--- config.mk ---
export PLATFORM = sky130hd
export DESIGN_NAME = ahb_lite_master_bridge
export DESIGN_NICKNAME = d
export VERILOG_FILES = /design/src/rtl/ahb_lite_master_bridge.sv
export SDC_FILE = /design/constraint.sdc
export NUM_CORES = 1
export LEC_CHECK = 0
export CAP_MARGIN = 20
export CORE_ASPECT_RATIO = 0.6
export CORE_MARGIN = 4
export CORE_UTILIZATION = 30
export DETAILED_ROUTE_END_ITERATION = 6
export GPL_TIMING_DRIVEN = 0
export MAX_ROUTING_LAYER = met4
export PLACE_DENSITY_LB_ADDON = 0.15
export RECOVER_POWER = 100
export SKIP_LAST_GASP = 1
export SYNTH_ARGS = -nofsm -noshare
export SYNTH_HDL_FRONTEND = slang
export SYNTH_SLANG_ARGS = --single-unit
--- constraint.sdc ---
create_clock -name clk -period 4.9 [get_ports clk]
set_clock_uncertainty 0.2 [all_clocks]
set_input_delay 0.49 -clock clk [delete_from_list [all_inputs] [get_ports clk]]
set_output_delay 0.49 -clock clk [all_outputs]
set_load 0.01 [all_outputs]
--- src/rtl/ahb_lite_master_bridge.sv ---
// Core request port to AHB-Lite SINGLE transfer bridge, one transfer in flight.
// Optional AHB_BRIDGE_ALIGN_CHECK_EN rejects misaligned/reserved-size requests locally.
module ahb_lite_master_bridge #(
    parameter int          ADDR_W    = 32,
    parameter logic [3:0]  HPROT_VAL = 4'b0011
) (
    input  logic              clk,
    input  logic              rst,
    input  logic              ahb_rd_en,
    input  logic              ahb_wr_en,
    input  logic [ADDR_W-1:0] ahb_addr,
    input  logic [31:0]       ahb_wr_data,
    input  logic [1:0]        ahb_size,
    output logic [31:0]       ahb_rd_data,
    output logic              ahb_rd_vld,
    output logic              ahb_busy,
    output logic              ahb_err,
    output logic [ADDR_W-1:0] HADDR,
    output logic [1:0]        HTRANS,
    output logic              HWRITE,
    output logic [2:0]        HSIZE,
    output logic [2:0]        HBURST,
    output logic [3:0]        HPROT,
    output logic [31:0]       HWDATA,
    input  logic [31:0]       HRDATA,
    input  logic              HREADY,
    input  logic              HRESP
);

    typedef enum logic [1:0] {
        S_IDLE,
        S_ADDR,
        S_DATA,
        S_ERR2
    } state_t;

    localparam logic [1:0] TR_IDLE   = 2'b00;
    localparam logic [1:0] TR_NONSEQ = 2'b10;

    state_t      state;
    logic        wr_q;
    logic        bad_q;
    logic [1:0]  size_q;
    logic [1:0]  lane_q;
    logic [31:0] wdata_q;
    logic        misaligned;

    assign HBURST = 3'b000;
    assign HPROT  = HPROT_VAL;

`ifdef AHB_BRIDGE_ALIGN_CHECK_EN
    assign misaligned = (ahb_size == 2'b11) ||
                        (ahb_size == 2'b01 && ahb_addr[0]) ||
                        (ahb_size == 2'b10 && ahb_addr[1:0] != 2'b00);
`else
    assign misaligned = 1'b0;
`endif

    // Replicate narrow write data so every lane the slave may pick is correct
    function automatic logic [31:0] place_wdata(input logic [1:0] sz,
                                                input logic [31:0] d);
        unique case (sz)
            2'b00:   place_wdata = {4{d[7:0]}};
            2'b01:   place_wdata = {2{d[15:0]}};
            default: place_wdata = d;
        endcase
    endfunction

    // Pull the addressed lane(s) down to bit 0, zero-extended
    function automatic logic [31:0] extract_rdata(input logic [1:0] sz,
                                                  input logic [1:0] lane,
                                                  input logic [31:0] d);
        logic [31:0] sh;
        sh = d >> {lane, 3'b000};
        unique case (sz)
            2'b00:   extract_rdata = {24'h0, sh[7:0]};
            2'b01:   extract_rdata = lane[1] ? {16'h0, d[31:16]}
                                             : {16'h0, d[15:0]};
            default: extract_rdata = d;
        endcase
    endfunction

    // Transfer sequencer; all bus and core-side outputs are registered here
    always_ff @(posedge clk or posedge rst) begin
        if (rst) begin
            state       <= S_IDLE;
            wr_q        <= 1'b0;
            bad_q       <= 1'b0;
            size_q      <= 2'b00;
            lane_q      <= 2'b00;
            wdata_q     <= '0;
            HADDR       <= '0;
            HTRANS      <= TR_IDLE;
            HWRITE      <= 1'b0;
            HSIZE       <= 3'b000;
            HWDATA      <= '0;
            ahb_rd_data <= '0;
            ahb_rd_vld  <= 1'b0;
            ahb_err     <= 1'b0;
            ahb_busy    <= 1'b0;
        end else begin
            ahb_rd_vld <= 1'b0;
            ahb_err    <= 1'b0;
            unique case (state)
                S_IDLE: begin
                    if (ahb_rd_en || ahb_wr_en) begin
                        wr_q     <= ahb_wr_en;
                        size_q   <= ahb_size;
                        lane_q   <= ahb_addr[1:0];
                        wdata_q  <= place_wdata(ahb_size, ahb_wr_data);
                        ahb_busy <= 1'b1;
                        if (misaligned) begin
                            bad_q <= 1'b1;
                            state <= S_ERR2;
                        end else begin
                            bad_q  <= 1'b0;
                            state  <= S_ADDR;
                            HTRANS <= TR_NONSEQ;
                            HADDR  <= ahb_addr;
                            HWRITE <= ahb_wr_en;
                            HSIZE  <= {1'b0, ahb_size};
                        end
                    end
                end
                S_ADDR: begin
                    if (HREADY) begin
                        state  <= S_DATA;
                        HTRANS <= TR_IDLE;
                        if (wr_q) begin
                            HWDATA <= wdata_q;
                        end
                    end
                end
                S_DATA: begin
                    if (HREADY) begin
                        state    <= S_IDLE;
                        ahb_busy <= 1'b0;
                        if (HRESP) begin
                            ahb_err <= 1'b1;
                            if (!wr_q) begin
                                ahb_rd_vld  <= 1'b1;
                                ahb_rd_data <= '0;
                            end
                        end else if (!wr_q) begin
                            ahb_rd_vld  <= 1'b1;
                            ahb_rd_data <= extract_rdata(size_q, lane_q, HRDATA);
                        end
                    end else if (HRESP) begin
                        state <= S_ERR2;
                    end
                end
                S_ERR2: begin
                    if (HREADY || bad_q) begin
                        state    <= S_IDLE;
                        ahb_busy <= 1'b0;
                        bad_q    <= 1'b0;
                        ahb_err  <= 1'b1;
                        if (!wr_q) begin
                            ahb_rd_vld  <= 1'b1;
                            ahb_rd_data <= '0;
                        end
                    end
                end
                default: begin
                    state    <= S_IDLE;
                    ahb_busy <= 1'b0;
                    HTRANS   <= TR_IDLE;
                end
            endcase
        end
    end

endmodule

run_1/met4.png
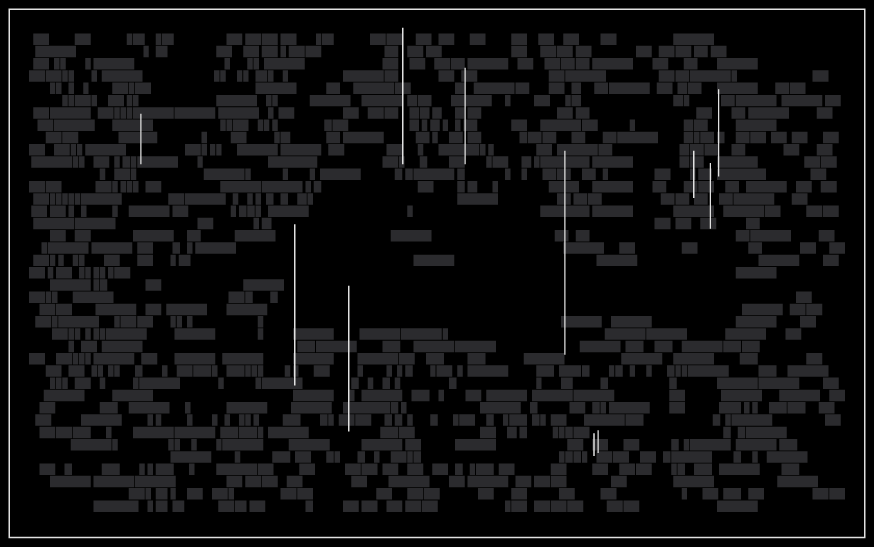
nets with wire on the layer: 8
main direction: vertical
wire length on this layer: 227 um
DR vias: 4,980
final wirelength: 18.8 mm

run_1/met2.png
Scale bar: 50 um.
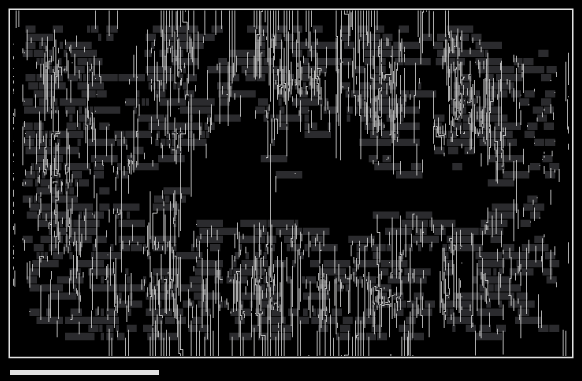
share of all routed wire: 41%
wire length on this layer: 7,700 um
GR Util met2: 0.245

run_1/final_congestion.png
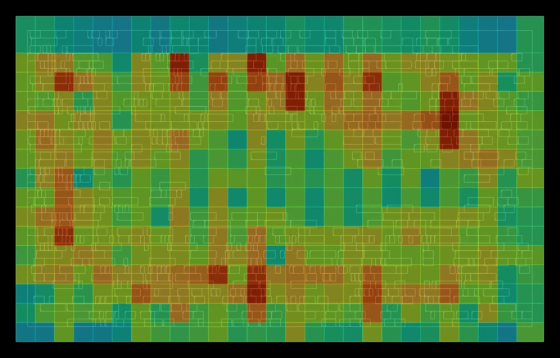
GRT met3 Usage: 0.0687
aggregate global-route resource usage: 0.177

==> flow_summary.yaml, run 1 <==
# flow metrics
min_path:
  hp-class: "flop to flop"
route:
  wl_per_cell_um: 17.8
  drc: 0
  viasPerCell: 4.72
synthesis:
  syn_area_um2: 5900
  ys.flops: 137
  postSynth.asyncResetShare: 1.00
  edf_count: 0
  ys_top_cells_by_count: "nand2_1, dfrtp_1, a22o_1"
status:
  violations: "capacitance limit, slew limit"
  status: "complete, but fails checks"
setup_path:
  cp_max_fo: 10
  critPathKind: "primary input to flop"
sta:
  slew_violations: 58
  fin_crit_ps: 3000
global_route:
  overflow: 0
  antenna_found_initial: 2
floorplanning:
  boundaryPins: 216
  die_area_um2: 22000
cts:
  clockBufferDepth: 2
  cts-resized-gates: 0
  cts_hold_buf: 0
placed_design:
  preCtsSetupSlack_ps: 2380
  port_buffers: 204
pwr:
  p_clk_frac: 0.248
  powerDensity_nw_per_um2: 616
  p_int_mw: 3.61
  p_leak_nw: 4.23
run:
  warnings: 26
  maxCapViolCount: 1
final_layout:
  seqCellArea_um2: 3430
  area_delta_synth_final_pct: 50.8
[run 1: stage by stage]
stage	util	std cells	hold WS [ps]	cell area [um^2]	setup TNS (ps)
5_1_grt	0.464	1056	287	8900	0
4_1_cts	0.467	1054	263	8950	0
3_5_place_dp	0.435	1023	259	8330	0
6_report	0.464	1056	269	8900	0
2_1_floorplan	-	552	242	5930	0
3_3_place_gp	0.433	1022	256	8300	-197070
[run 1: cells in the final DEF, fill, tap and decap left out, drive strengths merged]
cell	instances
a21oi	9
a22o	49
a31oi	8
and3	1
buf	19
bufinv	4
clkbuf	50
clkdlybuf4s50	98
clkinv	5
clkinvlp	3
conb	9
dfrtp	137
diode	2
dlygate4sd3	106
inv	1
mux2	32
mux2i	32
nand2	161
nand3	1
nand4	1
nor2	12
nor2b	10
nor3	1
o21a	1
o21ai	29
o221ai	8
or2	1
[run 1: cell type report]
class / count / area share
Antenna cell: 2 / 0.000563
Buffer: 45 / 0.0241
Clock buffer: 23 / 0.0537
Clock inverter: 8 / 0.0160
Inverter: 5 / 0.00239
Multi-Input combinational cell: 365 / 0.248
Sequential cell: 137 / 0.385
Tap cell: 266 / 0.0374
Timing Repair Buffer: 205 / 0.233
[run 1: registers in the layout, indices dropped and copies added (netlist names), 2 cells and up]
register,count
HADDR,32
HWDATA,32
ahb_rd_data,32
wdata_q,32
HSIZE,2
state,2
[run 1: path summary, 6_finish.rpt]
check,startpoint,to,cells after the start
max in group asynchronous,rst,ahb_rd_data[21],2
max,HREADY,ahb_rd_data[6],7
min in group asynchronous,rst,HWDATA[1],2
min,HADDR[2],HADDR[2],2
max reg2reg,state[1],ahb_rd_data[6],6
min reg2reg,HADDR[2],HADDR[2],2
[run 1: power by group through the flow]
stage / registers, mW / clock network (mW) / logic (mW)
floorplan: 2.08 / 0 / 0.988
global placement: 1.94 / 0 / 2.33
detailed placement: 1.96 / 0 / 2.37
CTS: 1.95 / 1.39 / 2.38
global route: 1.99 / 1.45 / 2.41
finish: 1.93 / 1.36 / 2.20
[run 1: routing by layer]
| metal | global-route usage | routed length [um] |
|---|---|---|
| met2 | 0.245 | 7700 |
| met5 | - | 0 |
| met3 | 0.0687 | 1810 |
| met4 | 0.0500 | 227 |
| met1 | 0.241 | 9110 |
[run 1: cells by family after synthesis]
logic type             share of synthesized area
multiplexers                               0.115
AND/OR/NAND/NOR                            0.128
buffers and inverters                     0.0467
AND-OR/OR-AND                              0.127
other                                    0.00127
flip-flops                                 0.581
[run 1: tightest hold or removal path, stage by stage (launching register included)]
cell and delay (ps):
dfrtp_1 340, nand2_1 50, nand2_1 50
==> run 1 -> run 2 <==
==> constraint.sdc (replaced) <==
create_clock -name clk -period 2.93 [get_ports clk]
set_clock_uncertainty 0.2 [all_clocks]
set_input_delay 0.293 -clock clk [delete_from_list [all_inputs] [get_ports clk]]
set_output_delay 0.293 -clock clk [all_outputs]
set_load 0.01 [all_outputs]
run_2/met3.png
Scale bar: 50 um.
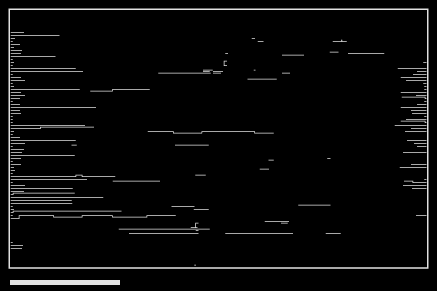
share of all routed wire: 7.6%
longest straight run: 49.0 um
wire length on this layer: 1,430 um
nets with wire on the layer: 126
main direction: horizontal
final wirelength: 18.7 mm
DR vias: 4,930
GRT met3 Usage: 0.0609

run_2/met2.png
Scale bar: 50 um.
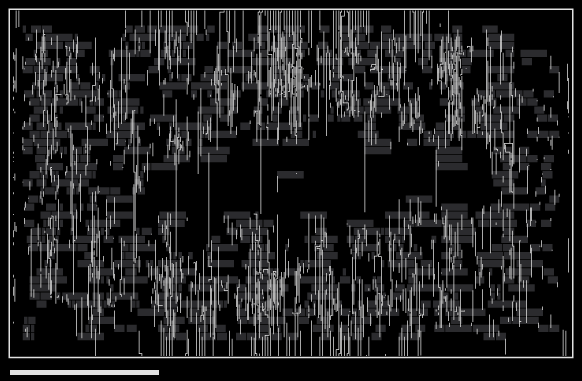
main direction: vertical
share of all routed wire: 40%
wire length on this layer: 7,570 um
longest straight run: 52.7 um
GR Util met2: 0.231

run_2/final_congestion.png
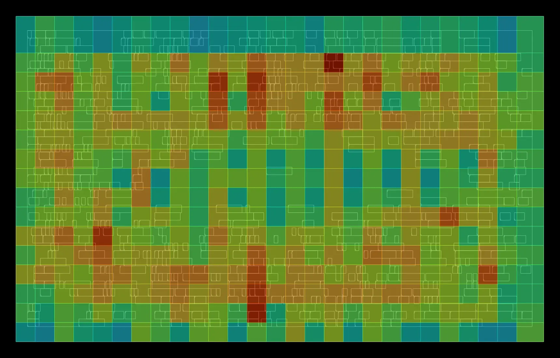
global route hottest layer: met1
fin util: 0.466
aggregate global-route resource usage: 0.176

==> run 2 against run 1 <==
The flow finishes with violations (capacitance limit). Sequential power up 67%. Combinational power up 68%. Clock-buffer cell count down 5. Synthesized cell count unchanged. Worst hold slack worse by 180 ps. Total power up 66%. Highest routed layer unchanged.
==> flow_summary.yaml, run 2 <==
# flow metrics
floorplanning:
  die_area_um2: 22000
  boundaryPins: 216
cts:
  clock-sinks: 137
  cts-resized-gates: 0
  cts_hold_buf: 0
  clockBufferDepth: 2
synthesis:
  postSynth.asyncResetShare: 1.00
  edf_count: 0
  netlist_instances: 545
  ys.flops: 137
  syn_area_um2: 5900
  ys_top_cells_by_count: "nand2_1, dfrtp_1, a22o_1"
final_layout:
  area_delta_synth_final_pct: 51.3
  finalInstanceArea_um2: 8930
  final_layout_top_logic_cells: "nand2_1, dfrtp_1, dlygate4sd3_1, clkdlybuf4s50_1, a22o_1"
  drive_above_1_share: 0.111
  lay_top_count: "nand2_1"
  instances_no_fill: 1057
sta:
  fin_crit_ps: 2390
  slew_violations: 0
  timing.hold.ws_ps: 87.6
  finalSetupTns_ps: 0
  finalCritPeriodShare: 0.816
setup_path:
  critPathKind: "primary input to flop"
  cp_max_fo: 10
route:
  viasPerCell: 4.66
  wl_per_cell_um: 17.7
run:
  maxCapViolCount: 1
  warnings: 26
placed_design:
  dp.cells: 1025
  port_buffers: 204
  place_area_um2: 8360
min_path:
  hp-class: "primary input to flop"
pwr:
  powerDensity_nw_per_um2: 1020
  p_clk_frac: 0.241
  p_int_mw: 5.89
  p_leak_nw: 4.24
global_route:
  antenna_found_initial: 1
  overflow: 0
status:
  violations: "capacitance limit"
  status: "complete, but fails checks"
[run 2: area by class of cell]
type / count / area (um^2)
Clock buffer: 18 / 429
Tap cell: 266 / 333
Clock inverter: 13 / 169
Sequential cell: 137 / 3430
Multi-Input combinational cell: 365 / 2210
Buffer: 45 / 230
Antenna cell: 1 / 2.50
Fill cell: 1807 / 10200
Timing Repair Buffer: 207 / 2100
Inverter: 5 / 21.3
[run 2: kinds of logic (layout without fill, tap and decap cells)]
| kind of cell | after synthesis | after routing | synth area share |
|---|---|---|---|
| AND-OR/OR-AND | 104 | 104 | 0.127 |
| buffers and inverters | 50 | 288 | 0.0467 |
| other | 2 | 10 | 0.00127 |
| multiplexers | 64 | 64 | 0.115 |
| flip-flops | 137 | 137 | 0.581 |
| AND/OR/NAND/NOR | 188 | 188 | 0.128 |
[run 2: worst register-to-register path, stage by stage, from the launching register on]
cell and delay (ps):
dfrtp_1 410, nand2_1 140, or2_0 120, clkbuf_1 360, clkinv_2 100, and3_1 180, clkbuf_1 260, buf_8 240
a22o_1 190
[run 2: worst paths after layout]
kind                                  start               to  slack (ps)  depth (start not counted)
worst min register to register    HADDR[19]        HADDR[19]         260                          2
worst max-delay path                 HREADY  ahb_rd_data[18]         540                          9
worst max register to register     state[1]  ahb_rd_data[18]         630                          8
max in group asynchronous               rst       wdata_q[0]         990                          4
min in group asynchronous               rst  ahb_rd_data[26]         480                          2
worst min-delay path            ahb_size[0]         HSIZE[0]          90                          3
[run 2: routing by layer]
layer  wire length [um]  part of all wire  GRT usage  up-vias
li1                   -                 -          -     2332
met1               9580              0.51      0.257     2415
met2               7570              0.40      0.231      169
met3               1430             0.076     0.0609       14
met4                161            0.0086     0.0412        0
met5                  0                 0          -        -
[run 2: metrics by stage]
step	worst slack (ps)	total power, mW
after floorplan	730	5.13
after global placement	-501	7.15
after detailed placement	592	7.25
after CTS	887	9.50
after global routing	425	9.73
final	538	9.10
[run 2: power by group through the flow]
stage,clock [mW],sequential [mW],combinational (mW)
after CTS,2.25,3.26,3.99
after floorplan,0,3.48,1.65
after global placement,0,3.24,3.92
after detailed placement,0,3.27,3.97
after global routing,2.34,3.34,4.06
final,2.19,3.22,3.69
==> run 2 -> run 3 <==
==> constraint.sdc (replaced) <==
create_clock -name clk -period 2.4 [get_ports clk]
set_clock_uncertainty 0.2 [all_clocks]
set_input_delay 0.24 -clock clk [delete_from_list [all_inputs] [get_ports clk]]
set_output_delay 0.24 -clock clk [all_outputs]
set_load 0.01 [all_outputs]
run_3/final_congestion.png
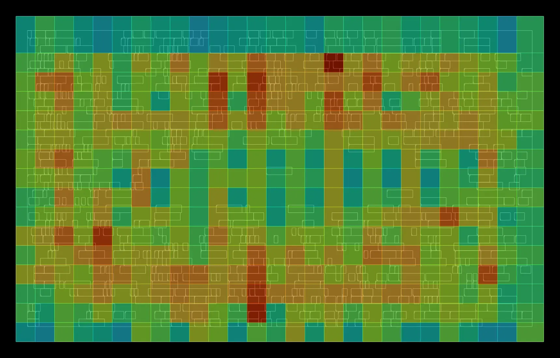
WL per Instance: 17.7 um
GR Util met2: 0.232
aggregate global-route resource usage: 0.176
fin util: 0.466
met1 Use GR: 0.257

run_3/met3.png
Scale bar: 50 um.
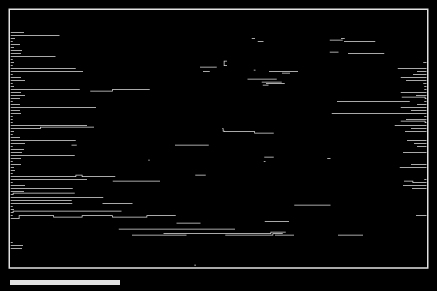
longest straight run: 52.4 um
main direction: horizontal
nets with wire on the layer: 127
wire length on this layer: 1,540 um
share of all routed wire: 8.2%
DR vias: 4,936
final wirelength: 18.7 mm

run_3/met1.png
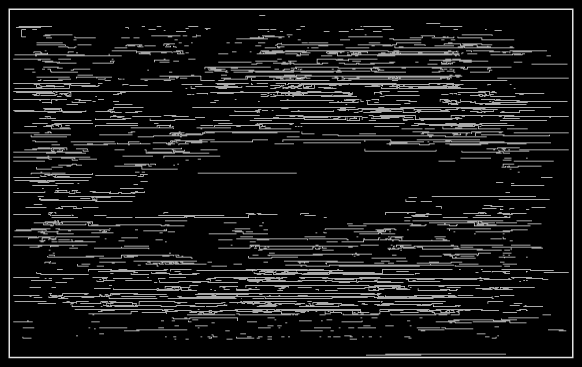
share of all routed wire: 50%
nets with wire on the layer: 782
longest straight run: 59.3 um

==> run 3 against run 2 <==
The run now ends clean. Wire length shrank 0.36%. Synthesized cell count is the same. Critical endpoint is now ahb_rd_data[7]. Total power grew 22%. Worst hold slack gained 67 ps. Die size is the same. Final cell count is the same. Via count grew 0.12%. Largest cell class unchanged.
==> flow_summary.yaml, run 3 <==
# flow metrics
final_layout:
  final_layout_top_logic_cells: "nand2_1, dfrtp_1, dlygate4sd3_1, clkdlybuf4s50_1, a22o_1"
  finalInstanceArea_um2: 8930
  area_delta_synth_final_pct: 51.3
  fillerInstances: 1807
  drive_above_1_share: 0.118
run:
  maxCapViolCount: 0
pwr:
  p_leak_nw: 4.25
  powerDensity_nw_per_um2: 1240
placed_design:
  dp.cells: 1025
  port_buffers: 204
  place_area_um2: 8360
min_path:
  hp-start: "ahb_addr[4]"
  hp-class: "primary input to flop"
synthesis:
  ys_top_cells_by_count: "nand2_1, dfrtp_1, a22o_1"
  postSynth.asyncResetShare: 1.00
  syn_area_um2: 5900
  ys.flops: 137
status:
  status: "finished, final reports clean"
setup_path:
  cp_max_fo: 10
  critPathKind: "primary input to flop"
cts:
  cts_hold_buf: 1
  cts-resized-gates: 0
floorplanning:
  boundaryPins: 216
global_route:
  antenna_found_initial: 0
  overflow: 0
sta:
  finalCritPeriodShare: 0.885
==> run 3: netlist changes by cell type in the layout (fill, tap and decap cells not counted), sizes merged <==
cell,previous run,this run
clkdlybuf4s50,99,100
diode,1,0
==> run 3: final timing paths <==
kind                       cells after the start  slack, ps        endpoint
min in group asynchronous                      2        410  ahb_rd_data[6]
min                                            3        150        HADDR[4]
max                                            7        280  ahb_rd_data[7]
max reg2reg                                    5        280  ahb_rd_data[7]
min reg2reg                                    2        260       HADDR[19]
max in group asynchronous                      3        420       HADDR[15]
==> run 3: worst max-delay path: cells and delay by family <==
family          cells  cell delay, ps
simple gates        3             770
compound gates      1             160
buf+inv             3            1100
==> run 3: power by group <==
group	switching [mW]	total [mW]	leakage (nW)	internal [mW]
Combinational	2.30	4.50	2.23	2.19
Clock	1.04	2.68	0.285	1.64
Sequential	0.563	3.93	1.74	3.36
Total	3.90	11.1	4.25	7.20
==> run 3: cells by family after synthesis <==
logic type             Yosys count  synth area share
DFF                            137             0.581
AOI/OAI and AO/OA              104             0.127
and+or+nand+nor                188             0.128
other                            2           0.00127
buffers and inverters           50            0.0467
muxes                           64             0.115
==> run 3: final cells by class <==
| cell class | count | area, um^2 | area share |
|---|---|---|---|
| multi-input cells | 365 | 2220 | 0.249 |
| clock inverters | 13 | 169 | 0.0189 |
| well taps | 266 | 333 | 0.0373 |
| inverters | 5 | 21.3 | 0.00238 |
| repair buffers | 208 | 2090 | 0.234 |
| clock buffers | 18 | 429 | 0.0481 |
| flip-flops and latches | 137 | 3430 | 0.384 |
| plain buffers | 45 | 236 | 0.0265 |
==> run 3: layer usage <==
layer	track usage	vias to the layer above	routed length [um]
met5	-	-	0
met4	0.0412	0	146
li1	-	2330	-
met1	0.257	2421	9360
met2	0.232	171	7620
met3	0.0609	14	1540
==> run 3: through the flow <==
step	hold slack, ps	setup slack [ps]
2_1_floorplan	145	253
3_3_place_gp	258	-978
4_1_cts	98.1	357
5_1_grt	137	109
6_report	155	277
3_5_place_dp	259	115
Power and IR drop assume default switching activity.
